--- config.mk ---
export PLATFORM = sky130hd
export DESIGN_NAME = cache_miss_handler
export DESIGN_NICKNAME = d
export VERILOG_FILES = /design/src/rtl/cache_miss_handler.sv
export SDC_FILE = /design/constraint.sdc
export NUM_CORES = 1
export LEC_CHECK = 0
export ABC_AREA = 1
export CAP_MARGIN = 0
export CORE_MARGIN = 2
export CORE_UTILIZATION = 40
export CTS_CLUSTER_SIZE = 40
export DETAILED_ROUTE_END_ITERATION = 6
export HOLD_SLACK_MARGIN = 0.03
export PLACE_DENSITY = 0.71
export SYNTH_ARGS = -nofsm -noshare
export SYNTH_HDL_FRONTEND = slang
export SYNTH_SLANG_ARGS = --single-unit
--- constraint.sdc ---
create_clock -name clk -period 1.9 [get_ports clk]
set_input_delay 0.38 -clock clk [delete_from_list [all_inputs] [get_ports clk]]
set_output_delay 0.38 -clock clk [all_outputs]
set_load 0.1 [all_outputs]
--- src/rtl/cache_miss_handler.sv ---
// Miss handler: optional dirty-victim write-back, then a full-block fill, one word per memory beat.
// Fill words stream straight into the cache data array; a done pulse releases the lookup stage.
module cache_miss_handler #(
    parameter int ADD_SZ     = 26,
    parameter int TAG_SZ     = 11,
    parameter int IND_SZ     = 9,
    parameter int BLK_OFF_SZ = 6,
    parameter int B          = 64,
    parameter int W          = 8
) (
    input  logic                  clk,
    input  logic                  rst,
    input  logic                  miss_valid,
    output logic                  miss_ready,
    input  logic [ADD_SZ-1:0]     miss_addr,
    input  logic                  victim_dirty,
    input  logic [TAG_SZ-1:0]     victim_tag,
    output logic [BLK_OFF_SZ-1:0] vdata_idx,
    input  logic [W-1:0]          vdata,
    output logic                  fill_we,
    output logic [BLK_OFF_SZ-1:0] fill_idx,
    output logic [W-1:0]          fill_data,
    output logic                  mem_req,
    output logic                  mem_we,
    output logic [ADD_SZ-1:0]     mem_addr,
    output logic [W-1:0]          mem_wdata,
    input  logic [W-1:0]          mem_rdata,
    input  logic                  mem_ack,
    output logic                  done,
    output logic [31:0]           fill_count,
    output logic [31:0]           wb_count
);

    typedef enum logic [1:0] {IDLE, WB, FILL, DONE} state_t;

    localparam logic [BLK_OFF_SZ-1:0] LAST = BLK_OFF_SZ'(B - 1);

    state_t                  state;
    logic [TAG_SZ-1:0]       tag_q;
    logic [TAG_SZ-1:0]       vtag_q;
    logic [IND_SZ-1:0]       index_q;
    logic [BLK_OFF_SZ-1:0]   beat;

    // Blocks are always fetched from word 0, so the requested offset is never used.
    logic unused_offset;
    assign unused_offset = ^miss_addr[BLK_OFF_SZ-1:0];

    always_ff @(posedge clk) begin
        if (rst) begin
            state      <= IDLE;
            miss_ready <= 1'b1;
            mem_req    <= 1'b0;
            mem_we     <= 1'b0;
            done       <= 1'b0;
            fill_count <= '0;
            wb_count   <= '0;
            beat       <= '0;
            tag_q      <= '0;
            vtag_q     <= '0;
            index_q    <= '0;
        end else begin
            done <= 1'b0;
            case (state)
                IDLE: begin
                    if (miss_valid) begin
                        tag_q      <= miss_addr[ADD_SZ-1 -: TAG_SZ];
                        index_q    <= miss_addr[BLK_OFF_SZ +: IND_SZ];
                        vtag_q     <= victim_tag;
                        beat       <= '0;
                        miss_ready <= 1'b0;
                        mem_req    <= 1'b1;
                        mem_we     <= victim_dirty;
                        state      <= victim_dirty ? WB : FILL;
                    end
                end
                WB: begin
                    if (mem_ack) begin
                        if (beat == LAST) begin
                            beat     <= '0;
                            wb_count <= wb_count + 32'd1;
                            mem_we   <= 1'b0;
                            state    <= FILL;
                        end else begin
                            beat <= beat + BLK_OFF_SZ'(1);
                        end
                    end
                end
                FILL: begin
                    if (mem_ack) begin
                        if (beat == LAST) begin
                            beat    <= '0;
                            mem_req <= 1'b0;
                            done    <= 1'b1;
                            state   <= DONE;
                        end else begin
                            beat <= beat + BLK_OFF_SZ'(1);
                        end
                    end
                end
                DONE: begin
                    fill_count <= fill_count + 32'd1;
                    miss_ready <= 1'b1;
                    state      <= IDLE;
                end
                default: state <= IDLE;
            endcase
        end
    end

    // Address and data paths are decoded from state so they read zero when idle.
    always_comb begin
        mem_addr  = '0;
        mem_wdata = '0;
        vdata_idx = '0;
        fill_we   = 1'b0;
        fill_idx  = '0;
        fill_data = '0;
        case (state)
            WB: begin
                mem_addr  = {vtag_q, index_q, beat};
                vdata_idx = beat;
                mem_wdata = vdata;
            end
            FILL: begin
                mem_addr  = {tag_q, index_q, beat};
                fill_we   = mem_ack;
                fill_idx  = beat;
                fill_data = mem_rdata;
            end
            default: ;
        endcase
    end

endmodule

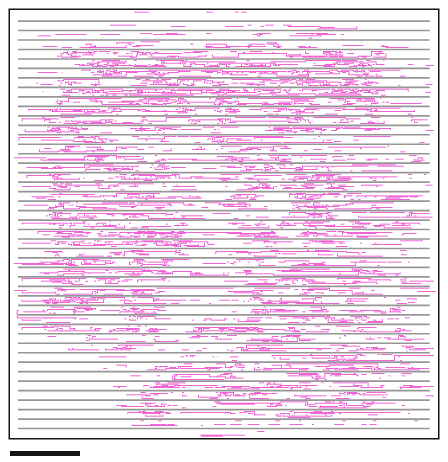
Figure 1: run 1, metal 1.
The bar under the picture is 20 um long. Supply wires on this layer in gray.
longest straight run: 35.0 um
nets with wire on the layer: 1016
wire length on this layer: 7610 um

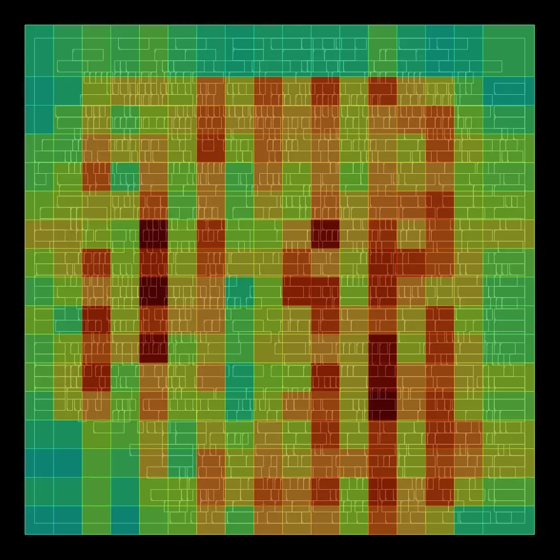
Figure 2: run 1, track usage over the die.
GRT Total Usage: 24.5%
wire per inst: 15.0 um
met2 Usage GRT: 42.7%
Final Core Density: 73.4%

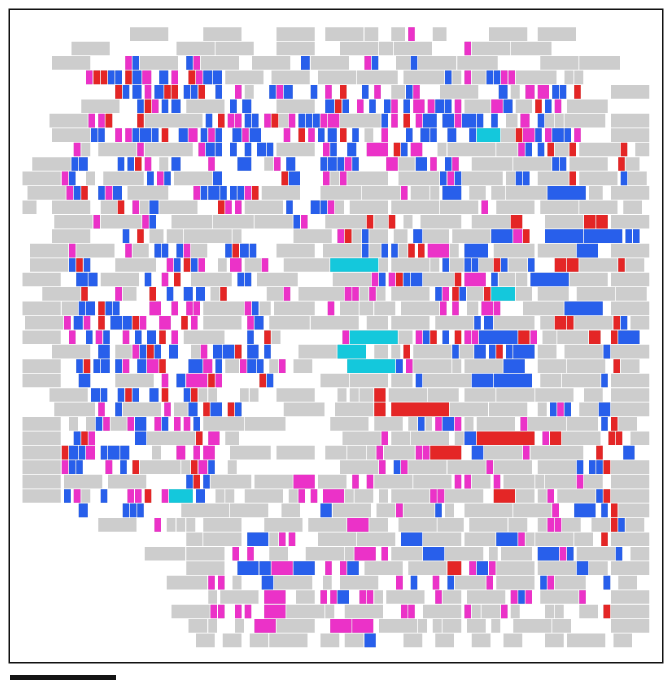
Figure 3: run 1, gate-type map.
The bar under the picture is 20 um long.
[fa/ha/maj cells] cyan | cells: 7 | where: middle
[inv cells] red | cells: 112 | most used: inv_1
[nand cells] blue | cells: 299 | most used: nand2_1 | where: all over the die
[nor cells] magenta | cells: 231 | most used: nor2_1 | where: all over the die
fraction of area in multi-input gates: 35.1%
Top cell excl fill/tap: nor2_1
Finished Layout Cells: 1287

==> flow_summary.json, run 1 <==
{
  "cts_sinks": 107,
  "worst_hold_path.num_cells": 2,
  "reg2reg_setup_slack_ps": 50,
  "avgViaCountPerCell": 5.05,
  "top_cells_by_area": "dfxtp_1 38%, nand2_1 15%, nor2_1 14%",
  "startpoint": "state[0]$_SDFFE_PP0P_",
  "setup_viol": 46,
  "ys_cells": 907,
  "worstPathRequired_ps": 1520,
  "violations": "negative setup slack",
  "fin_ws_ps": -190,
  "startpoint_type": "register",
  "gp_congestion": 0.884,
  "setup_tns_ps": -5160,
  "fp_nets": 972,
  "status": "finished with violations",
  "cts.clk_slew.worst_paths_ps": 70,
  "slew_headroom_pct": 69.0,
  "rr_worst_depth": 10,
  "grt_max_degree": 42,
  "vias": 6505,
  "syn_to_final_growth_pct": 79.7,
  "drcViolationCount": 0,
  "dp_slack_ps": -17.4,
  "ys_async_sr_fraction_pct": 0,
  "finalCritPeriodShare_pct": 110,
  "dr.max_layer_used": "met4",
  "max_clock_freq_mhz": 479,
  "drive_above_1_share_pct": 31.8,
  "ys.flop_type": "dfxtp_1",
  "r2r_start": "state[0]$_SDFFE_PP0P_",
  "simple_gate_area_share_pct": 39.2,
  "path_max_fanout": 4,
  "crit_buf_inv": 4,
  "top_cell_area_share_pct": 37.9,
  "edf_count": 0
}
==> run 1: area by class of cell <==
cell class	instances	area, sq um
clock buffers	13	270
repair buffers	211	3320
well taps	180	225
fillers	984	3670
flip-flops and latches	107	2200
repair inverters	3	57.6
clock inverters	3	43.8
multi-input cells	661	3570
inverters	109	467
==> run 1: layout by cell type, fill, tap and decap left out, types with 4 or more instances in the layout <==
cell	instances
nor2_1	194
nand2_1	186
buf_12	123
inv_1	75
dfxtp_1	63
nand3_1	54
clkdlybuf4s50_1	51
o21ai_0	49
dfxtp_2	42
a21oi_1	30
buf_4	26
inv_2	21
a21oi_4	17
nand4_1	16
nand2_2	16
nor2_2	14
nand2_4	14
nor2_4	14
inv_4	11
nor3_1	9
xor2_1	9
clkbuf_16	9
nand2_8	7
buf_6	6
nand3b_1	4
buf_8	4
==> run 1: sequential cells by signal (all words and copies together) (netlist names), 2 cells and up <==
signal	cells
state	2
fill_count	32
index_q	9
wb_count	32
beat	6
tag_q	11
vtag_q	11
==> run 1: power breakdown <==
part           internal (mW)  switching, mW  total, mW
registers               2.49          0.218       2.71
logic                   1.90           3.08       4.99
clock network           1.14          0.871       2.01
==> run 1: cell usage after synthesis (2+ instances only) <==
master      n
a21oi_1    50
buf_1       7
buf_4       3
clkbuf_1   18
dfxtp_1   107
ha_1        7
inv_1     106
inv_2       2
nand2_1   223
nand3_1    54
nand3b_1    4
nand4_1    16
nor2_1    208
nor2_2     11
nor2_4      3
nor3_1      9
o21ai_0    49
o21ai_1     2
o21bai_1    3
or2_2       3
xnor2_1     3
xor2_1      9
==> run 1: tightest hold or removal path, delay by kind of cell (launching register included) <==
| kind | cells | cell delay [ps] |
|---|---|---|
| AND-OR/OR-AND | 1 | 60 |
| flip-flops | 1 | 320 |
| AND/OR/NAND/NOR | 1 | 70 |
==> inputs of run 2 (changes only) <==
--- a/config.mk
+++ b/config.mk
@@ -7,12 +7,15 @@
 export LEC_CHECK = 0
 export ABC_AREA = 1
 export CAP_MARGIN = 0
+export CELL_PAD_IN_SITES_DETAIL_PLACEMENT = 2
+export CELL_PAD_IN_SITES_GLOBAL_PLACEMENT = 2
 export CORE_MARGIN = 2
-export CORE_UTILIZATION = 40
+export CORE_UTILIZATION = 24
 export CTS_CLUSTER_SIZE = 40
 export DETAILED_ROUTE_END_ITERATION = 6
 export HOLD_SLACK_MARGIN = 0.03
-export PLACE_DENSITY = 0.71
+export PLACE_DENSITY_LB_ADDON = 0.1
+export SLEW_MARGIN = 20
 export SYNTH_ARGS = -nofsm -noshare
 export SYNTH_HDL_FRONTEND = slang
 export SYNTH_SLANG_ARGS = --single-unit
==> run 2 against run 1 <==
  * The flow still finishes with violations (negative setup slack)
  * Register-to-register slack worse by 70 ps
  * Utilization is 27 points lower
  * Clock power is 3% lower
  * Die area is 64% higher
  * Global-route usage is 4.2 points lower
  * Sequential power hardly changed
  * Combinational power is 8.2% higher
  * Wire length is 39% higher
  * Non-clock buffer count is 22 higher
  * Via count is 3.6% higher
  * Synthesized cell count stayed put
  * Critical path type unchanged
  * Critical endpoint is now mem_addr[24]
  * Largest cell class unchanged
==> flow_summary.json, run 2 <==
{
  "status": "finished with violations",
  "violations": "negative setup slack",
  "top_cells_by_area": "dfxtp_1 38%, nand2_1 15%, nor2_1 14%",
  "max_clock_freq_mhz": 461,
  "powerClk_mw": 1.94,
  "seq-power_mw": 2.71,
  "drive_above_1_share_pct": 34.1,
  "common_cells": "223 x nand2_1, 208 x nor2_1, 107 x dfxtp_1, 106 x inv_1, 54 x nand3_1",
  "p_sw_mw": 4.54,
  "simple_gate_area_share_pct": 39.2,
  "drcViolationCount": 0,
  "p_seq_share_pct": 27.0,
  "gp_congestion": 0.752,
  "comb-power_mw": 5.40,
  "fin_ws_ps": -269,
  "ys.flop_type": "dfxtp_1",
  "crit_buf_inv": 3,
  "layout.cells.non_filler": 1449,
  "setup_viol": 52,
  "finalCritPeriodShare_pct": 114,
  "use_met2_pct": 37.1
}
[run 2: cell counts after synthesis]
No cell type changed its count.
[run 2: worst paths after layout]
check | slack (ps) | to | start | cells after the start
max reg2reg | -20 | beat[5]$_SDFFE_PP0P_ | state[0]$_SDFFE_PP0P_ | 10
max | -270 | mem_addr[24] | state[1]$_SDFFE_PP0P_ | 6
min reg2reg | 490 | tag_q[4]$_SDFFE_PP0P_ | tag_q[4]$_SDFFE_PP0P_ | 2
min | 490 | tag_q[4]$_SDFFE_PP0P_ | tag_q[4]$_SDFFE_PP0P_ | 2
[run 2: layout make-up]
type / count / area, sq um / area share [%]
Sequential cell: 107 / 2210 / 20.5
Inverter: 109 / 507 / 4.71
Antenna cell: 2 / 5.00 / 0.0465
Timing Repair inverter: 2 / 25.0 / 0.232
Timing Repair Buffer: 233 / 3630 / 33.7
Clock inverter: 6 / 53.8 / 0.500
Tap cell: 319 / 399 / 3.71
Multi-Input combinational cell: 661 / 3710 / 34.5
Clock buffer: 10 / 229 / 2.13
[run 2: through the flow]
step | area [sq um] | setup slack [ps] | power (mW) | utilization (%)
global route | 10800 | -304 | 10.5 | 46.3
floorplan | 6080 | -29.6 | 5.28 | -
finish | 10800 | -269 | 10.1 | 46.3
global placement | 9540 | -22.3 | 6.61 | 41.0
detailed placement | 9540 | -60.9 | 6.69 | 41.0
CTS | 10400 | -238 | 9.68 | 44.8
[run 2: cell families after synthesis]
kind of cell / after synthesis
xor gates and xnor gates: 12
DFF: 107
adders and majority gates: 7
buffers and inverters: 139
and+or+nand+nor: 534
AOI/OAI and AO/OA: 108
[run 2: worst min-delay path: cells and delay by family, from the launching register on]
kind	cells	cell delay (ps)
DFF	1	340
and+or+nand+nor	2	130
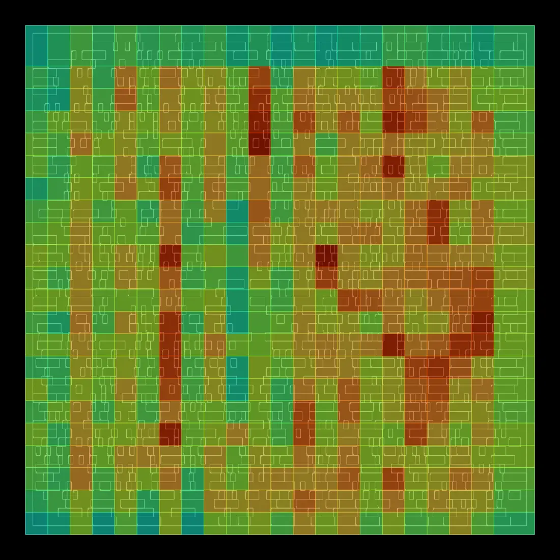
Figure 4: run 2, track usage over the die.
GRT Total Usage: 20.3%
layer with the highest usage: met2

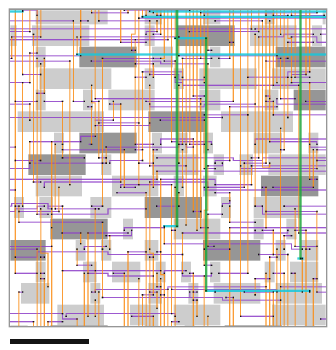
Figure 5: run 2, layout detail.
The bar under the picture is 10 um long. Window x 98 to 138, y 19 to 59 um. Cells in gray, sequential cells in the stronger gray; small squares are vias.
[M2] orange
[M3] cyan
[M1] purple
[M4] green
most frequent: nor2_1 (23), dfxtp_1 (12), a21oi_4 (10)
sequential cells in the window: 12
cells with their middle in the window: 82
netlist names of flops here include: tag_q (7), vtag_q (4)

==> inputs of run 3 (changes only) <==
--- a/config.mk
+++ b/config.mk
@@ -10,9 +10,10 @@
 export CELL_PAD_IN_SITES_DETAIL_PLACEMENT = 2
 export CELL_PAD_IN_SITES_GLOBAL_PLACEMENT = 2
 export CORE_MARGIN = 2
-export CORE_UTILIZATION = 24
+export CORE_UTILIZATION = 32
 export CTS_CLUSTER_SIZE = 40
 export DETAILED_ROUTE_END_ITERATION = 6
+export DONT_BUFFER_PORTS = 1
 export HOLD_SLACK_MARGIN = 0.03
 export PLACE_DENSITY_LB_ADDON = 0.1
 export SLEW_MARGIN = 20
==> run 3 against run 2 <==
  * The flow now stops in clock tree synthesis (4_1_cts)
  * Synthesized area did not move
  * Synthesized cell count did not move
==> flow_summary.json, run 3 <==
{
  "synth_warnings": 0,
  "fp.dieH_um": 137,
  "cts_buffer_depth": 2,
  "fp_nets": 972,
  "stop_stage": "clock tree synthesis (4_1_cts)",
  "ios": 181,
  "cts_resized": 120,
  "numSynthFlops": 107,
  "htreeDepth": 3,
  "edf_count": 0,
  "floorplan.core_util_pct": 32.7,
  "top_cell_area_share_pct": 37.9,
  "netlist_area_sq_um": 5650,
  "yosysTopAreaCell": "dfxtp_1",
  "synth_top_cell_by_count": "nand2_1",
  "post_cts.repair.setup_buffers": 14,
  "cts_buffers": 9,
  "top_cells_by_area": "dfxtp_1 38%, nand2_1 15%, nor2_1 14%",
  "numPortBuffers": 0,
  "die_w_um": 137,
  "gp_congestion": 0.827,
  "dp_slack_ps": -13.2,
  "cts_hold_buf": 0,
  "synthCells": 907,
  "dp_hpwl_mm": 17.5,
  "cts_sinks": 107,
  "toolErrorMsg": "[ERROR DPL-0033] detailed placement checks failed during check placement.",
  "cts-root-buf": "clkbuf_16",
  "synthDistinctLibCells": 32,
  "common_cells": "223 x nand2_1, 208 x nor2_1, 107 x dfxtp_1, 106 x inv_1, 54 x nand3_1",
  "synth_area_per_cell_sq_um": 6.23,
  "num_rows": 48,
  "ys_seq_share_pct": 37.9,
  "placed_cell_area_sq_um": 7930,
  "ys_cells": 907,
  "ys_area_sq_um": 5650,
  "status": "stopped before the end",
  "ys.flop_type": "dfxtp_1",
  "ys_async_sr_fraction_pct": 0
}
run 3: cell counts after synthesis:
No cell type changed its count.
run 3: kinds of logic after synthesis:
| kind of cell | after synthesis | synth area share [%] |
|---|---|---|
| simple gates | 534 | 39.2 |
| buf+inv | 139 | 9.59 |
| compound gates | 108 | 9.92 |
| flops | 107 | 37.9 |
| xor+xnor | 12 | 1.86 |
| fa+ha+maj | 7 | 1.55 |
run 3: per-stage QoR:
stage	hold slack, ps	instances
detailed placement	453	1240
floorplan	455	907
global placement	445	1240
==> inputs of run 4 (changes only) <==
==> config.mk (replaced) <==
export PLATFORM = sky130hd
export DESIGN_NAME = cache_miss_handler
export DESIGN_NICKNAME = d
export VERILOG_FILES = /design/src/rtl/cache_miss_handler.sv
export SDC_FILE = /design/constraint.sdc
export NUM_CORES = 1
export LEC_CHECK = 0
export ABC_AREA = 1
export CAP_MARGIN = 0
export CORE_MARGIN = 2
export CORE_UTILIZATION = 25
export DETAILED_ROUTE_END_ITERATION = 6
export DONT_BUFFER_PORTS = 1
export PLACE_DENSITY_LB_ADDON = 0.15
export SLEW_MARGIN = 20
export SYNTH_ARGS = -nofsm -noshare
export SYNTH_HDL_FRONTEND = slang
export SYNTH_SLANG_ARGS = --single-unit
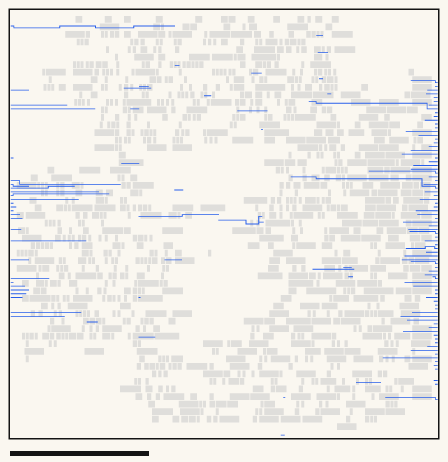
Figure 6: run 4, signal wires on met3.
The bar under the picture is 50 um long. Cells faint in the background.
nets with wire on the layer: 119
share of all routed wire: 5.6%
longest straight run: 40.0 um
wire length on this layer: 1060 um

==> run 4 against run 3 <==
  * The run now ends with negative setup slack left
  * Synthesized cell count did not move
  * Synthesized area stayed put
==> flow_summary.json, run 4 <==
{
  "setup_tns_ps": -4980,
  "startpoint_type": "register",
  "violations": "negative setup slack",
  "layout.nonclk_buf_share_pct": 24.1,
  "combPwrFrac_pct": 51.2,
  "numSynthFlops": 107,
  "finalCritPeriodShare_pct": 109,
  "top_cells_by_area": "dfxtp_1 38%, nand2_1 15%, nor2_1 14%",
  "nClkBuffers": 9,
  "ys_area_sq_um": 5650,
  "path_max_fanout": 8,
  "status": "finished with violations",
  "common_cells": "223 x nand2_1, 208 x nor2_1, 107 x dfxtp_1, 106 x inv_1, 54 x nand3_1",
  "numPortBuffers": 0,
  "dp_hpwl_mm": 13.5,
  "floorplan.core_util_pct": 25.2,
  "syn_to_final_growth_pct": 63.4,
  "fillers": 2299,
  "rr_worst_depth": 11,
  "dp_slack_ps": 44.2,
  "r2r_start": "state[1]$_SDFFE_PP0P_",
  "vias": 6057,
  "p_sw_mw": 4.16,
  "placed_cell_area_sq_um": 8090,
  "max_clock_freq_mhz": 483,
  "cp-endpoint": "mem_addr[13]",
  "drcViolationCount": 0,
  "setup_viol": 43,
  "ys_seq_share_pct": 37.9,
  "clkPwrFrac_pct": 21.3,
  "synthDistinctLibCells": 32,
  "ys_async_sr_fraction_pct": 0,
  "busiest_layer": "met2",
  "diodes": 0,
  "largest_registers": "fill_count: 32 flops, wb_count: 32 flops",
  "synthCells": 907,
  "ios": 181,
  "gp_congestion": 0.799,
  "num_rows": 55,
  "largest_class": "multi-input combinational cells",
  "clock_area_share_pct": 3.36,
  "fin_ws_ps": -168,
  "cts_buffer_depth": 2,
  "synth_top_cell_by_count": "nand2_1",
  "ys_cells": 907
}
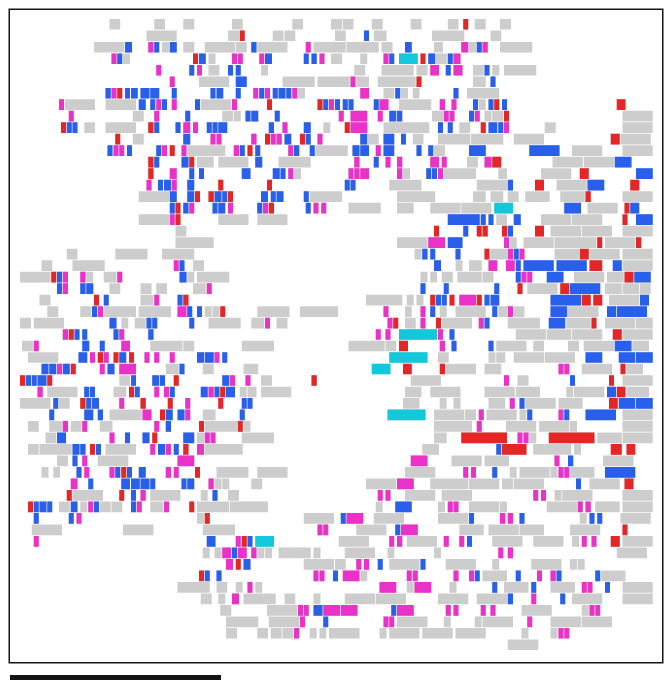
Figure 7: run 4, gate-type map.
The bar under the picture is 50 um long.
[inv cells] red | cells: 111 | most used: inv_1
[nand cells] blue | cells: 299 | most used: nand2_1 | where: all over the die
[nor cells] magenta | cells: 231 | most used: nor2_1 | where: all over the die
[fa/ha/maj cells] cyan | cells: 7 | most used: ha_1
Finished Layout Cells: 1349
fraction of area in multi-input gates: 39.0%

[run 4: logic make-up (layout without fill, tap and decap cells)]
family | count (synthesis) | after routing | synth area share (%)
xor+xnor | 12 | 12 | 1.86
buf+inv | 139 | 296 | 9.59
flops | 107 | 107 | 37.9
compound gates | 108 | 108 | 9.92
fa+ha+maj | 7 | 7 | 1.55
simple gates | 534 | 534 | 39.2
[run 4: critical path, cell delays in order (launching register included)]
cell     delay [ps]
dfxtp_4         390
inv_4            50
ha_4            210
buf_6           130
nor2_4          150
buf_12          180
nor2_4           50
buf_12          160
[run 4: worst min path at each step]
stage | from | to | depth (start not counted)
floorplan | index_q[0]$_SDFFE_PP0P_ | index_q[0]$_SDFFE_PP0P_ | 2
global placement | mem_req$_SDFFE_PP0P_ | mem_req$_SDFFE_PP0P_ | 2
detailed placement | mem_req$_SDFFE_PP0P_ | mem_req$_SDFFE_PP0P_ | 2
CTS | rst | wb_count[6]$_SDFFE_PP0P_ | 1
global route | rst | mem_req$_SDFFE_PP0P_ | 1
finish | rst | wb_count[1]$_SDFFE_PP0P_ | 1
[run 4: power groups by stage]
stage               registers (mW)  logic (mW)  clock network [mW]
floorplan                     2.84        2.44                   0
global placement              2.67        3.67                   0
detailed placement            2.67        3.68                   0
CTS                           2.63        4.62                2.11
global route                  2.66        5.19                2.19
finish                        2.63        4.89                2.03
[run 4: timing repair]
action,CTS,global route
hold buffers,0,0
buffers inserted,20,6
gates cloned,5,1
resized,77,78
hold endpoints to repair,0,0
pin swaps,11,21
setup endpoints to repair,55,86
[run 4: per-layer routing]
layer | up-vias | routed length, um
li1 | 3144 | -
met1 | 2748 | 8670
met2 | 150 | 9110
met3 | 15 | 1060
met4 | 0 | 206
met5 | - | 0
Power figures rest on the tool's default switching activity, not on a simulated workload.
